## config.mk

```make
export PLATFORM = sky130hd
export DESIGN_NAME = uart_rx_word_flat
export DESIGN_NICKNAME = d
export VERILOG_FILES = /design/src/rtl/uart_rx_word_if.sv /design/src/rtl/uart_rx_word.sv /design/src/flat_wrapper.sv
export SDC_FILE = /design/constraint.sdc
export NUM_CORES = 1
export LEC_CHECK = 0
export CAP_MARGIN = 20
export CORE_ASPECT_RATIO = 0.5
export CORE_UTILIZATION = 46
export DETAILED_ROUTE_END_ITERATION = 8
export PLACE_DENSITY = 0.66
export SYNTH_ARGS = -nofsm -noshare
export SYNTH_HDL_FRONTEND = slang
export SYNTH_SLANG_ARGS = --single-unit
export TNS_END_PERCENT = 100
```

## constraint.sdc

```tcl
create_clock -name clk -period 5.35 [get_ports clk]
set_clock_uncertainty 0.1 [all_clocks]
set_input_delay 1.605 -clock clk [delete_from_list [all_inputs] [get_ports clk]]
set_output_delay 1.605 -clock clk [all_outputs]
set_load 0.01 [all_outputs]
```

## src/rtl/uart_rx_word_if.sv

```systemverilog
// rtl/uart_rx_word_if.sv - word handshake bundle between uart_rx_word and its consumer
//
// Parameter: DATA_BYTES - bytes per word (data is 8*DATA_BYTES bits wide)
// Signals:
//   data  - assembled word, driven by the receiver
//   valid - data holds an unconsumed word, driven by the receiver
//   ready - consumer accepts data on the edge where valid && ready
// Modports: master = receiver side, slave = consumer side
interface uart_rx_word_if #(
    parameter int DATA_BYTES = 4
);
    logic [8*DATA_BYTES-1:0] data;
    logic                    valid;
    logic                    ready;

    modport master (output data, output valid, input ready);
    modport slave  (input data, input valid, output ready);
endinterface

```

## src/rtl/uart_rx_word.sv

```systemverilog
// rtl/uart_rx_word.sv - UART receiver assembling DATA_BYTES bytes into one handshaked word
//
// Ports:
//   clk         - system clock
//   xreset      - asynchronous active-low reset
//   rs_rx       - asynchronous serial line, idles high
//   bus         - uart_rx_word_if.master: data/valid out, ready in
//   busy        - a frame or a partial word is in progress
//   frame_err   - 1-cycle pulse: stop bit sampled low
//   parity_err  - 1-cycle pulse: parity mismatch
//   timeout_err - 1-cycle pulse: partial word discarded after idle timeout
//   overrun     - 1-cycle pulse: word completed while previous one unconsumed
module uart_rx_word #(
    parameter int CLKS_PER_BIT = 5,
    parameter int DATA_BYTES   = 4,
    parameter int PARITY       = 0,
    parameter int FIRST_LSB    = 1,
    parameter int TIMEOUT_BITS = 32
) (
    input  logic                 clk,
    input  logic                 xreset,
    input  logic                 rs_rx,
    uart_rx_word_if.master       bus,
    output logic                 busy,
    output logic                 frame_err,
    output logic                 parity_err,
    output logic                 timeout_err,
    output logic                 overrun
);
    localparam int HALF     = CLKS_PER_BIT / 2;
    localparam int CYC_W    = $clog2(CLKS_PER_BIT);
    localparam int WORD_W   = 8 * DATA_BYTES;
    localparam int CNT_W    = $clog2(DATA_BYTES + 1);
    localparam int TO_LIMIT = TIMEOUT_BITS * CLKS_PER_BIT;
    localparam int TO_W     = $clog2(TO_LIMIT + 1);

    localparam logic [CYC_W-1:0] CYC_LAST  = CYC_W'(CLKS_PER_BIT - 1);
    localparam logic [CYC_W-1:0] HALF_LAST = CYC_W'(HALF - 1);
    localparam logic [CNT_W-1:0] CNT_LAST  = CNT_W'(DATA_BYTES - 1);
    localparam logic [TO_W-1:0]  TO_LAST   = TO_W'(TO_LIMIT - 1);
    localparam logic             ODD_PAR   = (PARITY == 2);

    typedef enum logic [2:0] {
        S_IDLE,
        S_START,
        S_DATA,
        S_PARITY,
        S_STOP
    } state_t;

    state_t              state;
    logic                rx_meta;
    logic                rx_s;
    logic                rx_prev;
    logic [CYC_W-1:0]    cyc_cnt;
    logic [2:0]          bit_cnt;
    logic [7:0]          shreg;
    logic                par_bad;
    logic [CNT_W-1:0]    byte_cnt;
    logic [TO_W-1:0]     to_cnt;
    logic [WORD_W-1:0]   slots;
    logic [WORD_W-1:0]   data_q;
    logic                valid_q;

    logic                start_edge;
    logic                sample_tick;
    logic                word_done;
    logic [WORD_W-1:0]   word_next;
    int                  slot_sel;

    assign bus.data  = data_q;
    assign bus.valid = valid_q;
    assign busy      = (state != S_IDLE) || (byte_cnt != '0);

    // Previous sample resets low so the line must be seen high once before a start counts.
    assign start_edge  = rx_prev && !rx_s;
    assign sample_tick = (cyc_cnt == CYC_LAST);

    // A good stop sample on the last byte of a word completes the word on this edge.
    assign word_done = (state == S_STOP) && sample_tick && rx_s &&
                       !((PARITY != 0) && par_bad) && (byte_cnt == CNT_LAST);

    // Slots with the byte in flight merged in; used both to store and to publish a word.
    always_comb begin
        word_next = slots;
        slot_sel  = (FIRST_LSB != 0) ? int'(byte_cnt) : (DATA_BYTES - 1 - int'(byte_cnt));
        word_next[slot_sel*8 +: 8] = shreg;
    end

    always_ff @(posedge clk or negedge xreset) begin
        if (!xreset) begin
            rx_meta <= 1'b1;
            rx_s    <= 1'b1;
            rx_prev <= 1'b0;
        end else begin
            rx_meta <= rs_rx;
            rx_s    <= rx_meta;
            rx_prev <= rx_s;
        end
    end

    always_ff @(posedge clk or negedge xreset) begin
        if (!xreset) begin
            state       <= S_IDLE;
            cyc_cnt     <= '0;
            bit_cnt     <= '0;
            shreg       <= '0;
            par_bad     <= 1'b0;
            byte_cnt    <= '0;
            to_cnt      <= '0;
            slots       <= '0;
            data_q      <= '0;
            valid_q     <= 1'b0;
            frame_err   <= 1'b0;
            parity_err  <= 1'b0;
            timeout_err <= 1'b0;
            overrun     <= 1'b0;
        end else begin
            frame_err   <= 1'b0;
            parity_err  <= 1'b0;
            timeout_err <= 1'b0;
            overrun     <= 1'b0;

            // A completed word is dropped if the old one is still held and not taken now.
            if (word_done) begin
                if (!valid_q || bus.ready) begin
                    data_q  <= word_next;
                    valid_q <= 1'b1;
                end else begin
                    overrun <= 1'b1;
                end
            end else if (valid_q && bus.ready) begin
                valid_q <= 1'b0;
            end

            case (state)
                S_IDLE: begin
                    cyc_cnt <= '0;
                    if (start_edge) begin
                        state   <= S_START;
                        to_cnt  <= '0;
                        par_bad <= 1'b0;
                    end else if (byte_cnt != '0) begin
                        if (to_cnt == TO_LAST) begin
                            timeout_err <= 1'b1;
                            byte_cnt    <= '0;
                            to_cnt      <= '0;
                        end else begin
                            to_cnt <= to_cnt + 1'b1;
                        end
                    end
                end

                S_START: begin
                    if (cyc_cnt == HALF_LAST) begin
                        cyc_cnt <= '0;
                        bit_cnt <= '0;
                        // Line back high at mid-start means a glitch: drop silently.
                        state   <= rx_s ? S_IDLE : S_DATA;
                    end else begin
                        cyc_cnt <= cyc_cnt + 1'b1;
                    end
                end

                S_DATA: begin
                    if (sample_tick) begin
                        cyc_cnt <= '0;
                        shreg   <= {rx_s, shreg[7:1]};
                        bit_cnt <= bit_cnt + 3'd1;
                        if (bit_cnt == 3'd7) begin
                            state <= (PARITY != 0) ? S_PARITY : S_STOP;
                        end
                    end else begin
                        cyc_cnt <= cyc_cnt + 1'b1;
                    end
                end

                S_PARITY: begin
                    if (sample_tick) begin
                        cyc_cnt <= '0;
                        par_bad <= (^{shreg, rx_s}) ^ ODD_PAR;
                        state   <= S_STOP;
                    end else begin
                        cyc_cnt <= cyc_cnt + 1'b1;
                    end
                end

                S_STOP: begin
                    if (sample_tick) begin
                        cyc_cnt <= '0;
                        state   <= S_IDLE;
                        if (!rx_s) begin
                            frame_err <= 1'b1;
                            byte_cnt  <= '0;
                        end else if ((PARITY != 0) && par_bad) begin
                            parity_err <= 1'b1;
                            byte_cnt   <= '0;
                        end else begin
                            slots    <= word_next;
                            byte_cnt <= (byte_cnt == CNT_LAST) ? '0 : byte_cnt + 1'b1;
                        end
                    end else begin
                        cyc_cnt <= cyc_cnt + 1'b1;
                    end
                end

                default: state <= S_IDLE;
            endcase
        end
    end
endmodule

```

## src/flat_wrapper.sv

```systemverilog
// flat-port wrapper written by rule: the top's interface ports become plain ports
module uart_rx_word_flat 
#(
    parameter int CLKS_PER_BIT = 5,
    parameter int DATA_BYTES   = 4,
    parameter int PARITY       = 0,
    parameter int FIRST_LSB    = 1,
    parameter int TIMEOUT_BITS = 32
)
  (clk, xreset, rs_rx, busy, frame_err, parity_err, timeout_err, overrun, bus_data, bus_valid, bus_ready);
  uart_rx_word_if #(.DATA_BYTES(DATA_BYTES)) bus_i ();
  input  logic clk;
  input  logic xreset;
  input  logic rs_rx;
  output logic busy;
  output logic frame_err;
  output logic parity_err;
  output logic timeout_err;
  output logic overrun;
  output wire logic [$bits(bus_i.data)-1:0] bus_data;
  output wire logic [$bits(bus_i.valid)-1:0] bus_valid;
  input wire logic [$bits(bus_i.ready)-1:0] bus_ready;
  assign bus_data = bus_i.data;
  assign bus_valid = bus_i.valid;
  assign bus_i.ready = bus_ready;
  uart_rx_word #(.CLKS_PER_BIT(CLKS_PER_BIT), .DATA_BYTES(DATA_BYTES), .PARITY(PARITY), .FIRST_LSB(FIRST_LSB), .TIMEOUT_BITS(TIMEOUT_BITS)) u_core (.clk(clk), .xreset(xreset), .rs_rx(rs_rx), .bus(bus_i), .busy(busy), .frame_err(frame_err), .parity_err(parity_err), .timeout_err(timeout_err), .overrun(overrun));
endmodule
```

### Close-up of the layout

The bar under the picture is 10 um long. Region (23, 6) to (48, 31) um. Cells in grey, sequential cells in the stronger grey; small squares are vias.
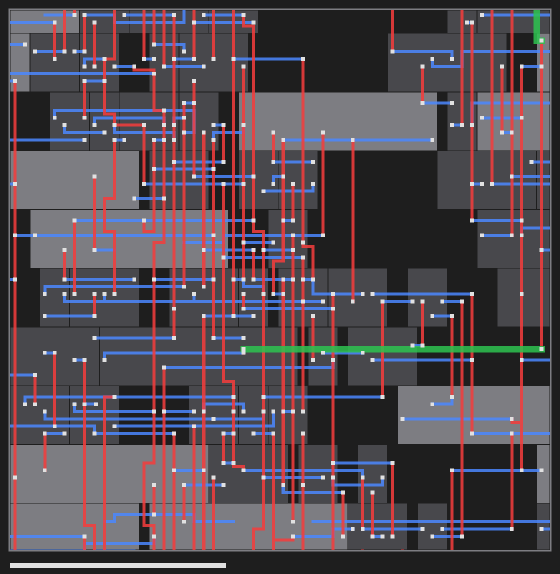
| colour | layer |
|---|---|
| green | met3 |
| blue | met1 |
| red | met2 |
sequential cells in the window: 7
most frequent: dfrtp_1 (7), nand2_1 (5), o21ai_0 (5)
cells with their middle in the window: 44
netlist names of flops here include: u_core.to_cnt (7)

==> results.cfg <==
; generated from flow reports
[final_timing]
maxSlewHeadroom = 0.385
finalCritPeriodShare = 0.722

[min_path]
min_to = u_core.rx_s

[cells_and_area]
clkbuf_count = 11
filler_cell_count = 760
sh_seq_area = 0.466
final_util = 0.560
layout_top_cell = dfrtp_1

[yosys]
muxShareOfSynthArea = 0.152
adder_share = 0.0330

[clock_tree]
htree_levels = 3

[grt]
use_met1 = 0.266
grt_pass1_wl_mm = 15.1
antenna_found_initial = 0

[outcome]
status = complete, no violations

[setup_path]
crit_type = reg2out
cp_common_cell = ha_1
cp.required_ns = 3.65
worstSetupStartpoint = u_core.byte_cnt[0]

[power]
intPower_mw = 1.28
p_leak_nw = 2.43
power_mw = 1.70
switching_power_mw = 0.416

[drt]
vias = 2904

[place]
gp_congestion = 0.809
placement.io_buffers = 40

[die]
dieArea_um2 = 10300
### Sequential cells grouped by signal name

The bar under the picture is 50 um long.
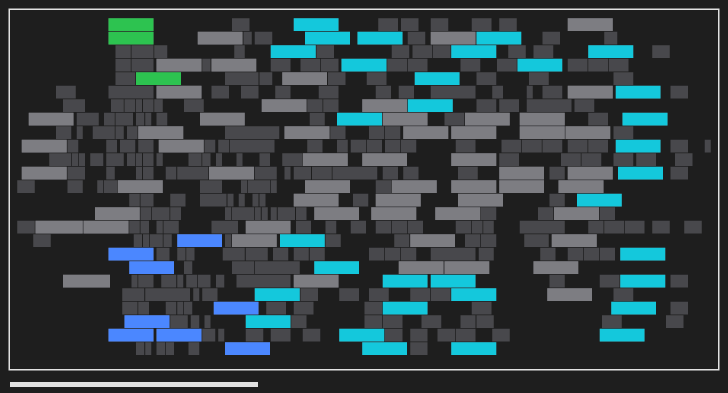
| colour | netlist name | placed flops |
|---|---|---|
| blue | u_core.to_cnt | 8 |
| cyan | u_core.bus.data | 32 |
| green | u_core.bit_cnt | 3 |
not coloured: 56

